File: config.mk
export PLATFORM = sky130hd
export DESIGN_NAME = cov_stream_unit
export DESIGN_NICKNAME = d
export VERILOG_FILES = /design/src/rtl/cov_pkg.sv /design/src/rtl/cov_entry_calc.sv /design/src/rtl/cov_stream_unit.sv
export SDC_FILE = /design/constraint.sdc
export NUM_CORES = 1
export LEC_CHECK = 0
export CAP_MARGIN = 20
export CORE_MARGIN = 3
export CORE_UTILIZATION = 49
export CTS_CLUSTER_SIZE = 8
export DETAILED_ROUTE_END_ITERATION = 10
export PLACE_DENSITY = 0.66
export SETUP_SLACK_MARGIN = 0.4
export SYNTH_ARGS = -nofsm -noshare
export SYNTH_HDL_FRONTEND = slang
export SYNTH_SLANG_ARGS = --single-unit
File: constraint.sdc
create_clock -name clk -period 25.6 [get_ports clk]
set_input_delay 5.12 -clock clk [delete_from_list [all_inputs] [get_ports clk]]
set_output_delay 5.12 -clock clk [all_outputs]
set_load 0.005 [all_outputs]
File: src/rtl/cov_pkg.sv
// Shared types and width/index helpers for the streaming covariance unit.
package cov_pkg;

  typedef enum logic [2:0] {
    IDLE  = 3'd0,
    LOAD  = 3'd1,
    ACCUM = 3'd2,
    EMIT  = 3'd3,
    DONE  = 3'd4
  } cov_state_t;

  function automatic int unsigned sum_w(input int unsigned ds, input int unsigned l2);
    return ds + l2;
  endfunction

  function automatic int unsigned prod_sum_w(input int unsigned ds, input int unsigned l2);
    return 2 * ds + l2;
  endfunction

  function automatic int unsigned acc_w(input int unsigned ds, input int unsigned l2);
    return 2 * ds + 2 * l2 + 1;
  endfunction

  // First linear upper-triangle index of row r.
  function automatic int unsigned row_base(input int unsigned r, input int unsigned dim);
    return (r * (2 * dim - r + 1)) / 2;
  endfunction

  function automatic int unsigned pair_row(input int unsigned p, input int unsigned dim);
    int unsigned base;
    int unsigned row;
    base = 0;
    row  = 0;
    for (int unsigned r = 0; r < dim; r++) begin
      if (p >= base + (dim - r)) row = r + 1;
      base = base + (dim - r);
    end
    return row;
  endfunction

  function automatic int unsigned pair_col(input int unsigned p, input int unsigned dim);
    int unsigned r;
    r = pair_row(p, dim);
    return r + (p - row_base(r, dim));
  endfunction

  // Linear index of upper-triangle entry (i,j), requires j >= i.
  function automatic int unsigned pair_index(input int unsigned i, input int unsigned j,
                                             input int unsigned dim);
    return row_base(i, dim) + (j - i);
  endfunction

endpackage

File: src/rtl/cov_entry_calc.sv
// Finalises one covariance entry from its sums; COV_SATURATE_EN selects clamping instead of wrap.
module cov_entry_calc
  import cov_pkg::*;
#(
  parameter int unsigned DATA_SIZE    = 8,
  parameter int unsigned LOG2_SAMPLES = 4,
  parameter int unsigned OUT_WIDTH    = 32
) (
  input  logic signed [prod_sum_w(DATA_SIZE, LOG2_SAMPLES)-1:0] s_rc_i,
  input  logic signed [sum_w(DATA_SIZE, LOG2_SAMPLES)-1:0]      s_r_i,
  input  logic signed [sum_w(DATA_SIZE, LOG2_SAMPLES)-1:0]      s_c_i,
  output logic signed [OUT_WIDTH-1:0]                           cov_c_o
);

  localparam int unsigned ACW = acc_w(DATA_SIZE, LOG2_SAMPLES);

  logic signed [ACW-1:0] rc_ext;
  logic signed [ACW-1:0] lin_prod;
  logic signed [ACW-1:0] diff;
  logic signed [ACW-1:0] cov_full;

  // N*S_rc - S_r*S_c is exact in ACW; the arithmetic shift floors.
  always_comb begin
    rc_ext   = ACW'(s_rc_i) <<< LOG2_SAMPLES;
    lin_prod = ACW'(s_r_i) * ACW'(s_c_i);
    diff     = rc_ext - lin_prod;
    cov_full = diff >>> (2 * LOG2_SAMPLES);
  end

`ifdef COV_SATURATE_EN
  localparam int unsigned CW = ((ACW > OUT_WIDTH) ? ACW : OUT_WIDTH) + 1;
  localparam logic signed [CW-1:0] SAT_MAX = {{(CW - OUT_WIDTH + 1){1'b0}}, {(OUT_WIDTH - 1){1'b1}}};
  localparam logic signed [CW-1:0] SAT_MIN = {{(CW - OUT_WIDTH + 1){1'b1}}, {(OUT_WIDTH - 1){1'b0}}};

  logic signed [CW-1:0] cov_wide;

  always_comb begin
    cov_wide = CW'(cov_full);
    if (cov_wide > SAT_MAX)      cov_c_o = OUT_WIDTH'(SAT_MAX);
    else if (cov_wide < SAT_MIN) cov_c_o = OUT_WIDTH'(SAT_MIN);
    else                         cov_c_o = OUT_WIDTH'(cov_wide);
  end
`else
  assign cov_c_o = OUT_WIDTH'(cov_full);
`endif

endmodule

File: src/rtl/cov_stream_unit.sv
// Streaming population-covariance unit: one time-shared MAC over the upper triangle,
// mirrored row-major emission over valid/ready. Optional clamping via COV_SATURATE_EN.
module cov_stream_unit
  import cov_pkg::*;
#(
  parameter int unsigned DIM          = 4,
  parameter int unsigned DATA_SIZE    = 8,
  parameter int unsigned LOG2_SAMPLES = 4,
  parameter int unsigned OUT_WIDTH    = 32
) (
  input  logic                          clk,
  input  logic                          rst,
  input  logic                          start,
  input  logic signed [DATA_SIZE-1:0]   sample_data [DIM],
  input  logic                          sample_valid,
  output logic                          sample_ready,
  output logic signed [OUT_WIDTH-1:0]   out_data,
  output logic [$clog2(DIM*DIM)-1:0]    out_addr,
  output logic                          out_valid,
  input  logic                          out_ready,
  output logic                          busy,
  output logic                          done
);

  localparam int unsigned NPAIR = DIM * (DIM + 1) / 2;
  localparam int unsigned NENT  = DIM * DIM;
  localparam int unsigned AW    = $clog2(NENT);
  localparam int unsigned IW    = $clog2(DIM);
  localparam int unsigned PW    = $clog2(NPAIR);
  localparam int unsigned SW    = sum_w(DATA_SIZE, LOG2_SAMPLES);
  localparam int unsigned PSW   = prod_sum_w(DATA_SIZE, LOG2_SAMPLES);

  cov_state_t                  state_q, state_d;
  logic signed [DATA_SIZE-1:0] x_q [DIM];
  logic signed [DATA_SIZE-1:0] x_d [DIM];
  logic signed [PSW-1:0]       s_pair_q [NPAIR];
  logic signed [PSW-1:0]       s_pair_d [NPAIR];
  logic signed [SW-1:0]        s_lin_q [DIM];
  logic signed [SW-1:0]        s_lin_d [DIM];
  logic [PW-1:0]               pair_q, pair_d;
  logic [LOG2_SAMPLES-1:0]     smp_q, smp_d;
  logic [IW-1:0]               row_q, row_d, col_q, col_d;
  logic                        sready_q, sready_d;
  logic signed [OUT_WIDTH-1:0] odata_q, odata_d;
  logic [AW-1:0]               oaddr_q, oaddr_d;
  logic                        ovalid_q, ovalid_d;
  logic                        busy_q, busy_d;
  logic                        done_q, done_d;

  logic [IW-1:0]               acc_i, acc_j;
  logic signed [2*DATA_SIZE-1:0] prod;
  logic                        last_ent, adv_idx;
  logic [IW-1:0]               em_r, em_c, lo, hi;
  logic signed [PSW-1:0]       s_rc_sel;
  logic signed [OUT_WIDTH-1:0] cov_c;

  // MAC operands for the current upper-triangle pair.
  always_comb begin
    acc_i = IW'(pair_row(32'(pair_q), DIM));
    acc_j = IW'(pair_col(32'(pair_q), DIM));
    prod  = x_q[acc_i] * x_q[acc_j];
  end

  // Entry to be loaded into the output register next; lower-triangle reads mirror the upper store.
  always_comb begin
    last_ent = (oaddr_q == AW'(NENT - 1));
    adv_idx  = ovalid_q & out_ready & ~last_ent;
    em_r     = row_q;
    em_c     = col_q;
    if (adv_idx) begin
      if (col_q == IW'(DIM - 1)) begin
        em_c = '0;
        em_r = row_q + 1'b1;
      end else begin
        em_c = col_q + 1'b1;
      end
    end
    lo       = (em_r < em_c) ? em_r : em_c;
    hi       = (em_r < em_c) ? em_c : em_r;
    s_rc_sel = s_pair_q[PW'(pair_index(32'(lo), 32'(hi), DIM))];
  end

  cov_entry_calc #(
    .DATA_SIZE    (DATA_SIZE),
    .LOG2_SAMPLES (LOG2_SAMPLES),
    .OUT_WIDTH    (OUT_WIDTH)
  ) u_calc (
    .s_rc_i  (s_rc_sel),
    .s_r_i   (s_lin_q[em_r]),
    .s_c_i   (s_lin_q[em_c]),
    .cov_c_o (cov_c)
  );

  always_comb begin
    state_d  = state_q;
    x_d      = x_q;
    s_pair_d = s_pair_q;
    s_lin_d  = s_lin_q;
    pair_d   = pair_q;
    smp_d    = smp_q;
    row_d    = row_q;
    col_d    = col_q;
    odata_d  = odata_q;
    oaddr_d  = oaddr_q;
    ovalid_d = ovalid_q;
    done_d   = 1'b0;

    unique case (state_q)
      IDLE: begin
        if (start) begin
          for (int unsigned k = 0; k < NPAIR; k++) s_pair_d[k] = '0;
          for (int unsigned k = 0; k < DIM; k++)   s_lin_d[k]  = '0;
          pair_d  = '0;
          smp_d   = '0;
          state_d = LOAD;
        end
      end
      LOAD: begin
        if (sample_valid && sready_q) begin
          x_d     = sample_data;
          pair_d  = '0;
          state_d = ACCUM;
        end
      end
      ACCUM: begin
        s_pair_d[pair_q] = s_pair_q[pair_q] + PSW'(prod);
        if (acc_i == acc_j) s_lin_d[acc_i] = s_lin_q[acc_i] + SW'(x_q[acc_i]);
        if (pair_q == PW'(NPAIR - 1)) begin
          pair_d = '0;
          if (&smp_q) begin
            row_d   = '0;
            col_d   = '0;
            oaddr_d = '0;
            state_d = EMIT;
          end else begin
            smp_d   = smp_q + 1'b1;
            state_d = LOAD;
          end
        end else begin
          pair_d = pair_q + 1'b1;
        end
      end
      EMIT: begin
        if (!ovalid_q) begin
          ovalid_d = 1'b1;
          odata_d  = cov_c;
        end else if (out_ready) begin
          if (last_ent) begin
            ovalid_d = 1'b0;
            done_d   = 1'b1;
            state_d  = DONE;
          end else begin
            row_d   = em_r;
            col_d   = em_c;
            oaddr_d = oaddr_q + 1'b1;
            odata_d = cov_c;
          end
        end
      end
      DONE:    state_d = IDLE;
      default: state_d = IDLE;
    endcase

    sready_d = (state_d == LOAD);
    busy_d   = (state_d != IDLE);
  end

  always_ff @(posedge clk or negedge rst) begin
    if (!rst) begin
      state_q  <= IDLE;
      for (int unsigned k = 0; k < DIM; k++) begin
        x_q[k]     <= '0;
        s_lin_q[k] <= '0;
      end
      for (int unsigned k = 0; k < NPAIR; k++) s_pair_q[k] <= '0;
      pair_q   <= '0;
      smp_q    <= '0;
      row_q    <= '0;
      col_q    <= '0;
      sready_q <= 1'b0;
      odata_q  <= '0;
      oaddr_q  <= '0;
      ovalid_q <= 1'b0;
      busy_q   <= 1'b0;
      done_q   <= 1'b0;
    end else begin
      state_q  <= state_d;
      x_q      <= x_d;
      s_pair_q <= s_pair_d;
      s_lin_q  <= s_lin_d;
      pair_q   <= pair_d;
      smp_q    <= smp_d;
      row_q    <= row_d;
      col_q    <= col_d;
      sready_q <= sready_d;
      odata_q  <= odata_d;
      oaddr_q  <= oaddr_d;
      ovalid_q <= ovalid_d;
      busy_q   <= busy_d;
      done_q   <= done_d;
    end
  end

  assign sample_ready = sready_q;
  assign out_data     = odata_q;
  assign out_addr     = oaddr_q;
  assign out_valid    = ovalid_q;
  assign busy         = busy_q;
  assign done         = done_q;

endmodule

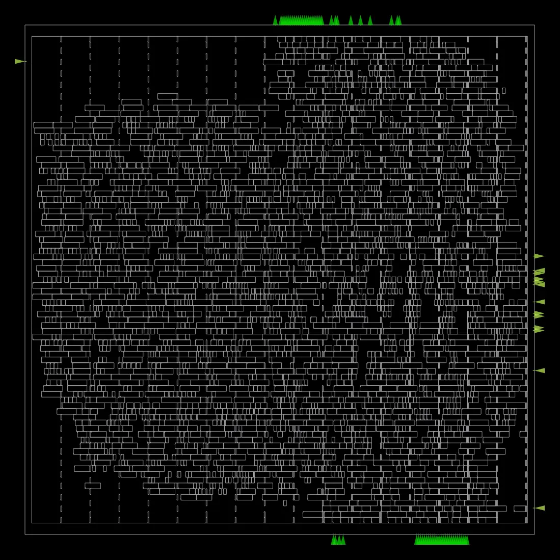
*Cell placement*
# fillers: 4884
flip-flops: 320
tapcell count: 739
final core utilization: 55.1%
row cnt: 85

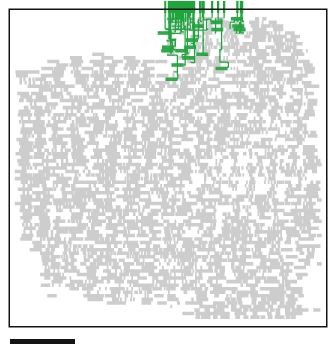
*Wires at chosen ports, followed through buffers*
The bar under the picture is 50 um long.
green -> out_data  # bits 32, direction output, end cells 17, buffers 32, wire 867 um
number of port buffers: 76
I/O pin total: 77

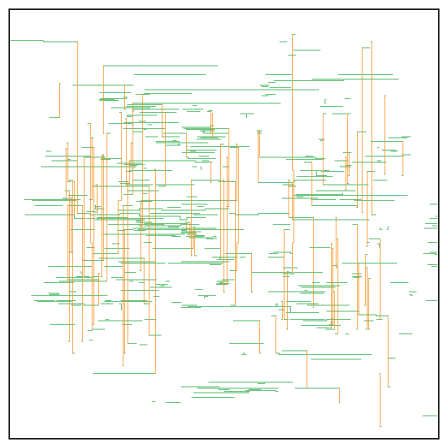
*Signal wires by layer*
Only two layers are drawn.
orange -> metal 4  # wire length 3950 um
green -> metal 3  # wire length 5100 um
Total GRT Usage: 27.4%
Final Routed Wirelength: 79.0 mm
DR WL/cell: 21.8 um

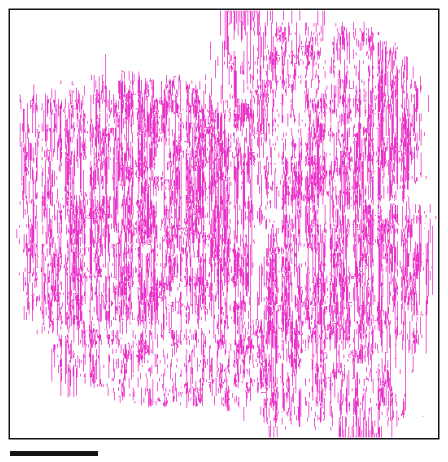
*Metal 2*
The bar under the picture is 50 um long.
wire length on this layer = 37.1 mm
share of all routed wire = 47%
nets with wire on the layer = 2769
M2 GR Usage: 44.3%
via count: 21608

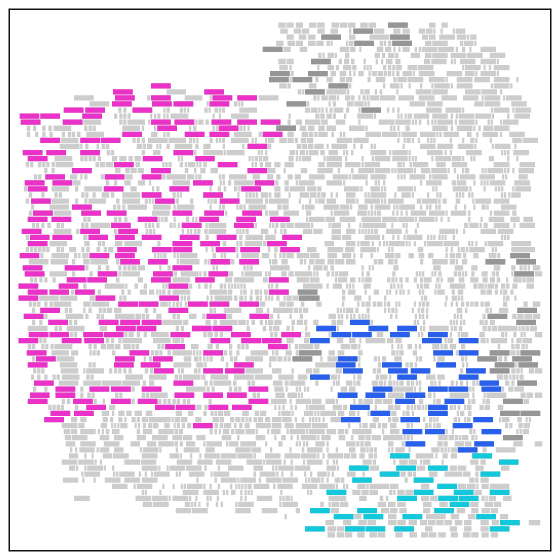
*Where the registers sit*
blue -> s_lin_q  # sequential cells 48
cyan -> x_q  # sequential cells 32, where lower right
magenta -> s_pair_q  # sequential cells 200
not colored = 40
Register Area: 0.00801 sq mm
register share of the cell area: 26.7%

==> registers in the layout (all words and copies together), names as in the netlist <==
signal,count
out_data,17
smp_q,4
col_q,2
row_q,2
state_q,3
out_addr,4
x_q,32
s_lin_q,48
busy,1
sample_ready,1
out_valid,1
done,1
pair_q,4
s_pair_q,200
==> metrics by stage <==
| step | std cells | util (%) | hold WS [ns] | instance area [sq um] | setup slack [ns] |
|---|---|---|---|---|---|
| floorplan | 2888 | - | 0.471 | 27300 | 13.30 |
| global placement | 3574 | 52.7 | 0.469 | 28700 | 11.89 |
| detailed placement | 3575 | 52.7 | 0.476 | 28700 | 11.75 |
| CTS | 3629 | 55.0 | 0.487 | 29900 | 12.31 |
| global route | 3632 | 55.1 | 0.513 | 30000 | 11.70 |
| finish | 3632 | 55.1 | 0.482 | 30000 | 12.21 |
==> reports/results.txt <==
Num CTS Buffers: 46
Worst setup endpoint: out_data[30]$_DFFE_PN0P_
Critical path origin: out_ready
Highest Signal Layer: met4
max-cap check violation count: 0
Min Clock Period, post-route: 13.39 ns
Slowest cell on crit path: clkinv_1
Horiz. Die Dim: 242 um
initial antenna violation count: 0
inverter count: 295
delay-heaviest family, CP: adder cells
hold endpoint: out_data[14]$_DFFE_PN0P_
Hold Startpoint: out_data[14]$_DFFE_PN0P_
Worst path depth: 29
post-synthesis area per instance: 9.45 sq um
Post-synth mux share: 11.2%
Multi-In Gates: 2096
Worst Path Max Fanout: 19
Async S/R FF share, synth: 100%
main flop type: dfrtp_1
clkbuf count: 50
pin count of the biggest net entering global routing: 120
clock network area share: 4.21%
Seq cells post-synth: 320
die height: 242 um
Simple Share, Synth: 15.8%
met2 wire len: 37.1 mm
DR vias/cell: 5.95
Adders+Majority by Area: 24.2%
Clock Latency Late Sink: 0.59 ns
DR pass1 iterations: 5
Worst EP arrival: 13.85 ns
Yosys top cell by area: dfrtp_1
vias in the first global route: 22983
fin. max-slew vios: 0
Peak Freq: 74.7 MHz
Final #Nets: 3304
clock slew at reported path FFs: 0.04 ns
hold path cells: 2
Post-Syn Nets: 3305
RR Endpoint: s_pair_q[198]$_DFFE_PN0P_
Synth top cell by count: nand2_1
Multi-input gate area: 0.0175 sq mm
met3 GRT Util: 4.48%
CP bufs+invs: 9
Non-clock buffer share: 3.92%
H-Tree Depth: 2
total core area: 0.0545 sq mm
Final Wtd Congestion: 0.900
grt ovf: 0
ANT cells: 0
EDFF count, synth: 0
setup TNS: 0 ns
1st-iter DRT viols: 2114
share of layout cells above drive strength 1: 9.23%
Hold Crit Class: flop to flop
Syn. warnings: 0
TritonCTS clock tree: done
Synth Area in XOR/XNOR: 2.09%
Distinct lib cells used: 77
chip area: 0.0586 sq mm
Clock Skew: 0.0316 ns
TritonCTS Sinks: 320
placed wire-length estimate: 57.8 mm
final setup fails: 0
Post-CTS Hold Buffers: 0
M1 GR Usage: 36.5%
Top class by area: multi-input combinational cells
global routing's busiest layer: met2
M1 WL: 32.8 mm
final hold violation count: 0
dominant non-sequential cell family after synthesis: adder cells
Yosys Instances: 2888
Longest Clk Path Bufs: 3
Root Buffer: clkbuf_16
met3 wire length: 5.10 mm
fp util: 50.1%
reg2reg path depth: 32
commonest non-fill, non-tap cells in the layout: nand2_1, dfrtp_1, inv_1, fa_1, nand3_1
first-pass GRT wire length: 128 mm
CP Class: input port to flop
CP endpoint kind: flop
Crit path required time: 26.06 ns
Remaining DRCs: 0
Chip Area, Yosys: 0.0273 sq mm
critical path startpoint category: input port
Buffers, non-clock: 128
RSZ-0062 raised after global routing: no
Reg2Reg Setup Slack: 14.49 ns
worst slew pin tran: 1.17 ns
Syn Std Cell Area: 0.0273 sq mm
Slew headroom: 21.3%
cts repair resizes: 0
Area leader share: 29.3%
postcts setup bufs: 0
most frequent logic cell in the layout: nand2_1
R2R Path Start: pair_q[2]$_DFFE_PN0P_
Synth top cells by count: nand2_1, dfrtp_1, inv_1
Synth Area in Compound Gates: 10.6%
synth top area cells: dfrtp_1, fa_1, mux4_2
DRT antenna net count: 0
Tcrit/Tclk final: 52.3%
OpenROAD warnings: 39
Post-synth seq share: 29.3%
area delta synth->final: 9.83%
status: complete, no violations
